--- src/rtl/abc_sweep_ctrl.sv ---
// abc_sweep_ctrl: clocked sequencer/checker that sweeps {a,b,c}=0..7 into the circuit under test
// and checks d=(a&b)|~c, e=~c. Build macro SWEEP_LOOP_EN: sweep repeats until abort (no DONE state).
module abc_sweep_ctrl #(
  parameter int unsigned HOLD_CYCLES = 2,
  parameter int unsigned ERR_W       = 4
) (
  input  logic             clk,
  input  logic             rst,
  input  logic             start,
  input  logic             abort,
  output logic [2:0]       abc_o,
  input  logic             d_i,
  input  logic             e_i,
  output logic             busy,
  output logic             done,
  output logic             err_flag,
  output logic [ERR_W-1:0] err_cnt,
  output logic [2:0]       first_err_vec
);

  typedef enum logic [1:0] {
    ST_IDLE   = 2'd0,
    ST_DRIVE  = 2'd1,
    ST_SAMPLE = 2'd2,
    ST_DONE   = 2'd3
  } state_t;

  localparam logic [3:0]       HOLD_LAST = 4'(HOLD_CYCLES - 1);
  localparam logic [ERR_W-1:0] ERR_MAX   = {ERR_W{1'b1}};
  localparam logic [ERR_W-1:0] ERR_ONE   = ERR_W'(1'b1);
  localparam logic [ERR_W-1:0] ERR_ZERO  = {ERR_W{1'b0}};

  function automatic logic golden_d(input logic [2:0] abc);
    golden_d = (abc[2] & abc[1]) | ~abc[0];
  endfunction

  function automatic logic golden_e(input logic [2:0] abc);
    golden_e = ~abc[0];
  endfunction

  state_t           state_r, state_nx_s;
  logic [2:0]       vec_r, vec_nx_s;
  logic [3:0]       hold_r, hold_nx_s;
  logic             busy_r, busy_nx_s;
  logic             done_r, done_nx_s;
  logic             err_flag_r, err_flag_nx_s;
  logic [ERR_W-1:0] err_cnt_r, err_cnt_nx_s;
  logic [2:0]       first_err_r, first_err_nx_s;
  logic             mismatch_s;

  // Compare the circuit response against the golden function of the vector currently driven
  always_comb begin
    mismatch_s = (d_i != golden_d(vec_r)) || (e_i != golden_e(vec_r));
  end

  // Next-state and next-output logic for the sweep sequencer
  always_comb begin
    state_nx_s     = state_r;
    vec_nx_s       = vec_r;
    hold_nx_s      = hold_r;
    done_nx_s      = 1'b0;
    err_flag_nx_s  = err_flag_r;
    err_cnt_nx_s   = err_cnt_r;
    first_err_nx_s = first_err_r;
    case (state_r)
      ST_IDLE: begin
        if (start && !abort) begin
          state_nx_s     = ST_DRIVE;
          vec_nx_s       = 3'd0;
          hold_nx_s      = 4'd0;
          err_flag_nx_s  = 1'b0;
          err_cnt_nx_s   = ERR_ZERO;
          first_err_nx_s = 3'd0;
        end else begin
          state_nx_s = ST_IDLE;
        end
      end
      ST_DRIVE: begin
        if (abort) begin
          state_nx_s = ST_IDLE;
          vec_nx_s   = 3'd0;
          hold_nx_s  = 4'd0;
        end else if (hold_r == HOLD_LAST) begin
          state_nx_s = ST_SAMPLE;
          hold_nx_s  = 4'd0;
        end else begin
          hold_nx_s = hold_r + 4'd1;
        end
      end
      ST_SAMPLE: begin
        // An aborted sample is discarded, so a mismatch seen here is not recorded
        if (abort) begin
          state_nx_s = ST_IDLE;
          vec_nx_s   = 3'd0;
          hold_nx_s  = 4'd0;
        end else begin
          if (mismatch_s) begin
            if (err_cnt_r != ERR_MAX) begin
              err_cnt_nx_s = err_cnt_r + ERR_ONE;
            end else begin
              err_cnt_nx_s = err_cnt_r;
            end
            if (!err_flag_r) begin
              err_flag_nx_s  = 1'b1;
              first_err_nx_s = vec_r;
            end else begin
              first_err_nx_s = first_err_r;
            end
          end else begin
            err_cnt_nx_s = err_cnt_r;
          end
          if (vec_r != 3'd7) begin
            state_nx_s = ST_DRIVE;
            vec_nx_s   = vec_r + 3'd1;
          end else begin
`ifdef SWEEP_LOOP_EN
            state_nx_s = ST_DRIVE;
            vec_nx_s   = 3'd0;
            done_nx_s  = 1'b1;
`else
            state_nx_s = ST_DONE;
            done_nx_s  = 1'b1;
`endif
          end
        end
      end
      ST_DONE: begin
        state_nx_s = ST_IDLE;
        vec_nx_s   = 3'd0;
        hold_nx_s  = 4'd0;
      end
      default: begin
        state_nx_s = ST_IDLE;
        vec_nx_s   = 3'd0;
        hold_nx_s  = 4'd0;
      end
    endcase
    busy_nx_s = (state_nx_s == ST_DRIVE) || (state_nx_s == ST_SAMPLE);
  end

  // State, vector, hold counter and result registers
  always_ff @(posedge clk or posedge rst) begin
    if (rst) begin
      state_r     <= ST_IDLE;
      vec_r       <= 3'd0;
      hold_r      <= 4'd0;
      busy_r      <= 1'b0;
      done_r      <= 1'b0;
      err_flag_r  <= 1'b0;
      err_cnt_r   <= ERR_ZERO;
      first_err_r <= 3'd0;
    end else begin
      state_r     <= state_nx_s;
      vec_r       <= vec_nx_s;
      hold_r      <= hold_nx_s;
      busy_r      <= busy_nx_s;
      done_r      <= done_nx_s;
      err_flag_r  <= err_flag_nx_s;
      err_cnt_r   <= err_cnt_nx_s;
      first_err_r <= first_err_nx_s;
    end
  end

  assign abc_o         = vec_r;
  assign busy          = busy_r;
  assign done          = done_r;
  assign err_flag      = err_flag_r;
  assign err_cnt       = err_cnt_r;
  assign first_err_vec = first_err_r;

endmodule
--- config.mk ---
export PLATFORM = sky130hd
export DESIGN_NAME = abc_sweep_ctrl
export DESIGN_NICKNAME = d
export VERILOG_FILES = /design/src/rtl/abc_sweep_ctrl.sv
export SDC_FILE = /design/constraint.sdc
export NUM_CORES = 1
export LEC_CHECK = 0
export CAP_MARGIN = 10
export CORE_ASPECT_RATIO = 0.5
export CORE_MARGIN = 2
export CORE_UTILIZATION = 30
export DETAILED_ROUTE_END_ITERATION = 8
export SKIP_CTS_REPAIR_TIMING = 1
export SKIP_LAST_GASP = 1
export SYNTH_ARGS = -nofsm -noshare
export SYNTH_HDL_FRONTEND = slang
export SYNTH_SLANG_ARGS = --single-unit
--- constraint.sdc ---
create_clock -name clk -period 1.8 [get_ports clk]
set_input_delay 0.54 -clock clk [delete_from_list [all_inputs] [get_ports clk]]
set_output_delay 0.54 -clock clk [all_outputs]
set_load 0.01 [all_outputs]
run_1/wires.png
Scale bar: 20 um. Two of the layers only.
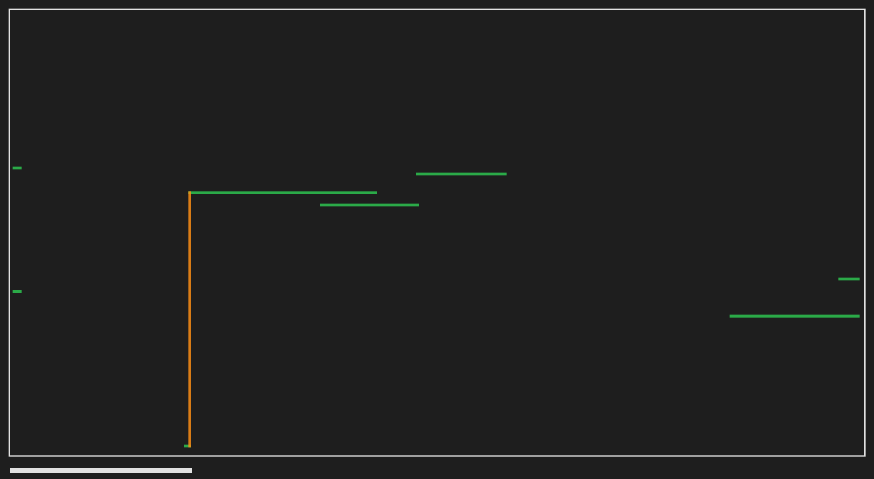
legend:
  metal 4:
    colour: orange
    wire_length: 27.9 um
  metal 3:
    colour: green
    wire_length: 58.4 um

run_1/metal_density.png
The die is cut into 19 by 10 equal tiles; white is low, dark blue is high, scaled to the fullest tile. Values are wire area over tile area, all layers added.
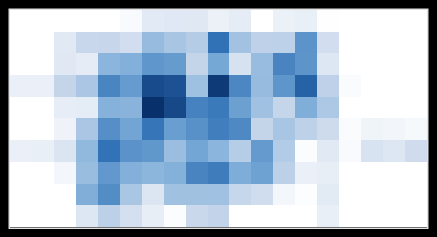
tiles over half the peak: 20%
nearly empty tiles: 32%
mean over tiles: 0.098
fullest tile: 0.40
emptiest ninth of the die: south-east

run_1/congestion.png
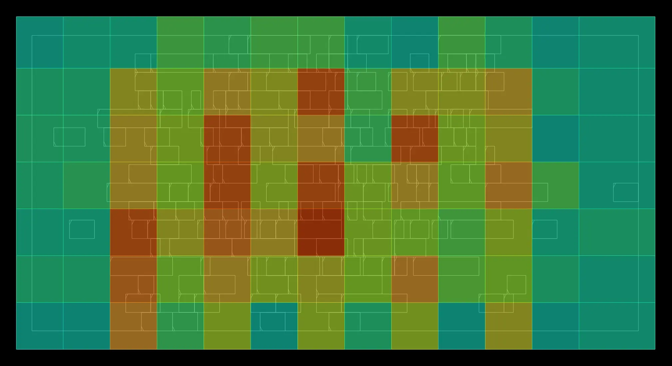
Global Route met3 Usage: 0.02937
total routing resource utilization after global routing: 0.1291
final routed wire length divided by cell count: 13.66 um

run_1/detail.png
Scale bar: 5 um. Region (60, 27) to (80, 47) um. Cells in grey, sequential cells in the stronger grey; small squares are vias.
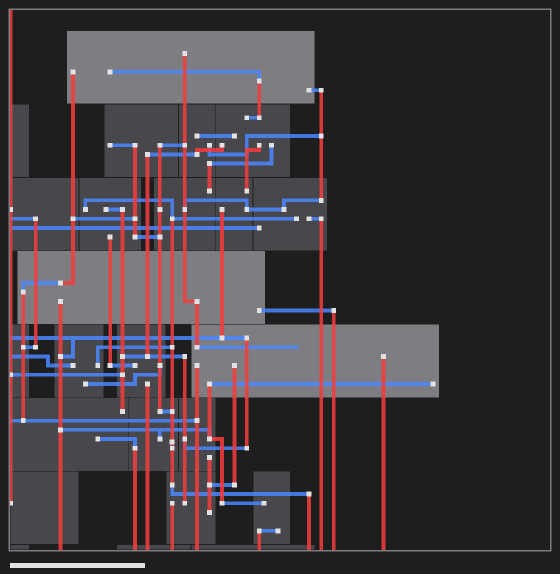
legend:
  metal 1:
    colour: blue
  metal 2:
    colour: red
netlist names of flops here include: hold_r (3)
most frequent: o21ai_1 (3), nand2_1 (3), dfrtp_1 (3)
sequential cells in the window: 3
cells with their middle in the window: 19

==> results.txt, run 1 <==
Here are the numbers from the latest Yosys + OpenROAD run.

In this run the number of H-tree levels came out at 1. The synthesized net count came out at ~130. The average size of a mapped cell came out at roughly 10 um2. The pre-CTS setup slack came out at -0.4926 ns. The maximum buffer depth of the clock tree came out at 2. The first-pass GRT wire length is between 4 and 5 mm. In the layout the commonest cells are 26 x sky130_fd_sc_hd__buf_4, 16 x sky130_fd_sc_hd__dfrtp_1, 11 x sky130_fd_sc_hd__nand2_1, 11 x sky130_fd_sc_hd__clkdlybuf4s50_1, 7 x sky130_fd_sc_hd__dlymetal6s2s_1. TritonCTS built the clock tree. The flow ran to the end, and the final reports show no timing, DRC or antenna violations. The dominant power group in this design is sequential cells. The area fraction in full adders, half adders and majority gates came out at 0.05149. The xor/xnor share of the synthesized area came out at 0.

The placed instances occupy a cell area of 1551 um2. The final hold violation count recorded for this run is 0. STA lists the endpoint of the worst register-to-register path as err_cnt[3]. The post-synthesis mux area share came out at 0.009269.

The count of routing violations after the opening detailed-route iteration is roughly 58. The fraction of power consumed by the clock network is 0.284. For this design, the slowest cell found on the critical path is sky130_fd_sc_hd__clkdlybuf4s50_1. The chip area from the yosys synthesis statistics came out at 1215 um2. The part of the power in registers came out at 0.443. At the later pin of the worst-skew pair, clock insertion delay measures roughly 0.26 ns. Clock skew on the completed layout was measured at around 0.0038 ns.

At the end of the flow, the number of nets in the layout was 177. The timing-limited maximum frequency is approximately 570 MHz. In the post-route report, total wirelength is listed as between 2 and 3 mm. The tree is rooted in a sky130_fd_sc_hd__clkbuf_8. The layout cell share with drive strength beyond 1 came out at 0.3152.

The endpoint arrival time on the critical path is 1.23 ns. Data on the critical path is required at its endpoint by 1.26 ns. The via count of the first global-routing pass is 1012. The worst setup path is captured at a primary output. For reference, the top cells by area after synthesis are sky130_fd_sc_hd__dfrtp_1 39%, sky130_fd_sc_hd__ha_1 5.1%, sky130_fd_sc_hd__nand2_1 3.4%.

The synthesis warning total is 0. The floorplan die area is 4606 um2. The power drawn by the clock network came out at between 0.0003 and 0.0004 W.

The number of register bits inferred by synthesis is 19. The path category of the worst min-delay check is reg -> reg. The count of cell types in the netlist is roughly 45. Yosys mapped a number of flops with a built-in enable equal to 0.

The number of antenna cells inserted is 0. The clock transition at the registers of the reported paths is around 0.08 ns. The number of failing setup endpoints in the final timing report came out at 0. The power per cell area came out at 616.2 nW/um2. The final critical-path share of the clock period is 0.9821. The top-level I/O count is 19. Measured against its own limit, the worst slew margin works out to 0.7216. The number of instances in the synthesized netlist is 121. The initial antenna violation count is 0. The delay of the slowest cell on the worst path is between 0.5 and 0.6 ns. The core region area came out at 3884 um2.

The prevailing post-synth register cell is sky130_fd_sc_hd__dfrtp_1. The fraction of the mapped netlist area in compound gates is 0.2049. Looking at the hold checks, the worst path lands on first_err_vec[1]. The count of buffering cells on the critical path with inverters included is 1. The cell area after layout came out at ~1700 um2. The final worst-path setup slack came out at 0.03225 ns.

The net switching power of the design came out at approximately 0.00031 W. The total of max-cap violations came out at 0. The timing report attributes the biggest portion of critical-path delay to buffers and inverters. In this run the register-to-register setup slack is 0.07 ns. The combinational power is 0.000294 W. Summing every instance area after synthesis gives 1215 um2.

The highest ir drop seen on vdd is 0.0002353 V. The initial cell density of the core came out at 0.3128.
run 1: area by class of cell:
cell class | count | area [um2]
clock buffer | 4 | 45.04
fill | 379 | 2135
inverter | 4 | 15.01
multi-input combinational | 93 | 738.2
sequential | 19 | 479.2
tap | 54 | 67.56
timing repair buffer | 45 | 404.1
run 1: metal layers:
| metal | track usage | wire, um | up-vias |
|---|---|---|---|
| li1 | - | - | 537 |
| met1 | 0.1668 | 1507 | 495 |
| met2 | 0.2179 | 1398 | 10 |
| met3 | 0.02937 | 58 | 2 |
| met4 | 0.03623 | 27 | 0 |
| met5 | 0 | 0 | - |
run 1: flip-flops by register name, indices dropped and copies added, names as in the netlist:
name and cells:
abc_o 3, hold_r 4, err_cnt 4, first_err_vec 3, busy 1, err_flag 1, state_r 2, done 1
run_1/layer_met1.png
Scale bar: 20 um. Cells faint in the background.
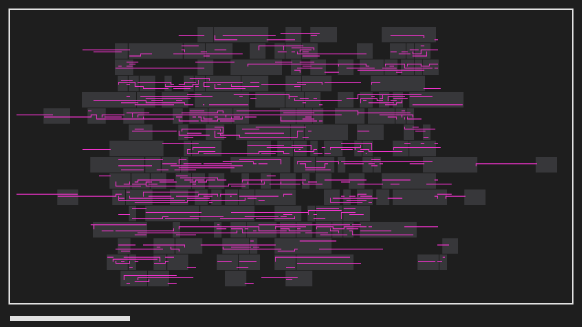

==> inputs of run 2 (changes only) <==
==> constraint.sdc (replaced) <==
create_clock -name clk -period 1.8 [get_ports clk]
set_input_delay 0.54 -clock clk [delete_from_list [all_inputs] [get_ports clk]]
set_output_delay 0.54 -clock clk [all_outputs]
set_load 0.1 [all_outputs]
run_2/layer_met1.png
Scale bar: 20 um. Cells faint in the background.
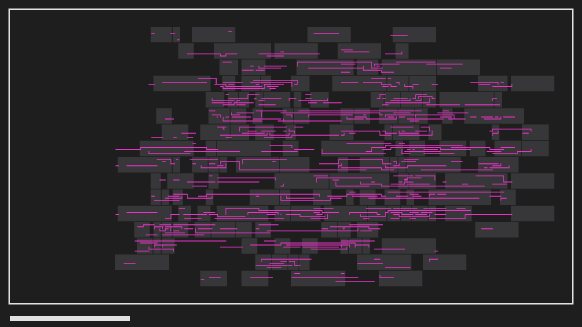
nets with wire on the layer: 147
main direction: horizontal

==> run 2 against run 1 <==
Compared with the run above: combinational power rose by 34%; first-iteration DRC count did not move; sequential power rose by 3%; largest power group unchanged; synthesized cell count did not move; setup slack improved by 0.077 ns.
==> results.txt, run 2 <==
Here are the numbers from the latest Yosys + OpenROAD run.

The count of H-tree levels built during CTS is 1 (unchanged). The average size of a mapped cell was 10.04 um2 (unchanged). The fraction of the mapped netlist area in compound gates came to 0.2049 (unchanged). The number of register bits inferred by synthesis is 19 (unchanged). The synthesized net count is 132 (unchanged).

The via count of the first global-routing pass came out at 957 (-5.4%). The layout cell share with drive strength beyond 1 came out at 0.3846 (+0.06946). The net switching power of the design came out at 0.0004102 W (+33%). The final critical-path share of the clock period came out at 0.9393 (-0.04280). The first-pass GRT wire length came to 4.485 mm (-3.7%). The final worst-path setup slack came out at 0.1093 ns (+0.07703 ns). The count of final hold-check violations came to 0 (unchanged).

The total wire length is 2.898 mm (-3.1%). The power drawn by the clock network came to 0.000301 W (-2%). The part of the power in registers is 0.414 (-0.029).

The number of antenna cells inserted came to 0 (unchanged). The global router's overall resource usage is 0.1224 (-0.006659). The maximum buffer depth of the clock tree is 2 (unchanged).

The placed standard-cell area came out at 1682 um2 (+8.4%). The count of buffering cells on the critical path with inverters included was 0 (-1). The floorplan die area came out at 4606 um2 (unchanged). The initial antenna violation count is 0 (unchanged). The capturing element type of the critical path is a register. The timing-limited maximum frequency was 591.5 MHz (+4.6%). Hold analysis lists the worst path endpoint as err_cnt[2].

The run finished with clean final reports. The wire length per cell came out at 13.80 um (+1.0%). The number of nets in the finished design came out at 168 (-5.1%). The delay of the slowest cell on the worst path came out at 0.52 ns (-0.03 ns). The prevailing post-synth register cell is sky130_fd_sc_hd__dfrtp_1.

The data required time of the worst path came out at 1.95 ns (+0.69 ns). The clock transition at the registers of the reported paths came out at 0.08 ns (about the same). Looking at the clock tree report, the root buffer type is sky130_fd_sc_hd__clkbuf_8. The power group with the highest consumption is sequential cells.

Per the timing report, the most critical flop-to-flop path finishes at abc_o[0]. The number of instances in the synthesized netlist came out at 121 (unchanged). The fraction of power consumed by the clock network is 0.254 (-0.030).

The clock tree from TritonCTS is built. The highest ir drop seen on vdd is 0.0002494 V (+6.0%). The chip area from the yosys synthesis statistics came out at 1215 um2 (unchanged). The combinational power is 0.000394 W (+34%).

The remaining max-slew budget at the tightest pin came out at 0.6377 (-0.08394). The clock insertion delay at the later pin of the skew report came out at 0.26 ns (about the same). Broken down by cell family, the worst path's largest delay share belongs to flip-flops. The top-level I/O count is 19 (unchanged). The endpoint arrival time on the critical path is 1.84 ns (+0.61 ns). The library cells used most frequently in the layout, excluding fill and tap cells, are 18 x sky130_fd_sc_hd__buf_4, 13 x sky130_fd_sc_hd__dfrtp_1, 13 x sky130_fd_sc_hd__buf_12.

The timing report shows that the slowest cell on the worst path is sky130_fd_sc_hd__dfrtp_4. The initial cell density of the core was 0.3128 (unchanged). The cell area after synthesis came out at 1215 um2 (unchanged).

The pre-CTS setup slack came out at -0.4888 ns (+0.003818 ns).
run 2: per-layer routing:
| layer | global-route usage | up-vias | wire length, um |
|---|---|---|---|
| met5 | 0 | - | 0 |
| met4 | 0.03623 | 0 | 33 |
| met3 | 0.04019 | 4 | 198 |
| met2 | 0.1881 | 31 | 1289 |
| met1 | 0.1647 | 517 | 1376 |
| li1 | - | 521 | - |
run 2: final cells by class:
type / count / area (um2)
flip-flops and latches: 19 / 490.5
fillers: 370 / 2054
multi-input cells: 93 / 754.5
repair buffers: 36 / 455.4
clock inverters: 1 / 5.005
clock buffers: 3 / 41.29
well taps: 54 / 67.56
inverters: 4 / 15.01
Power and IR drop assume default switching activity.
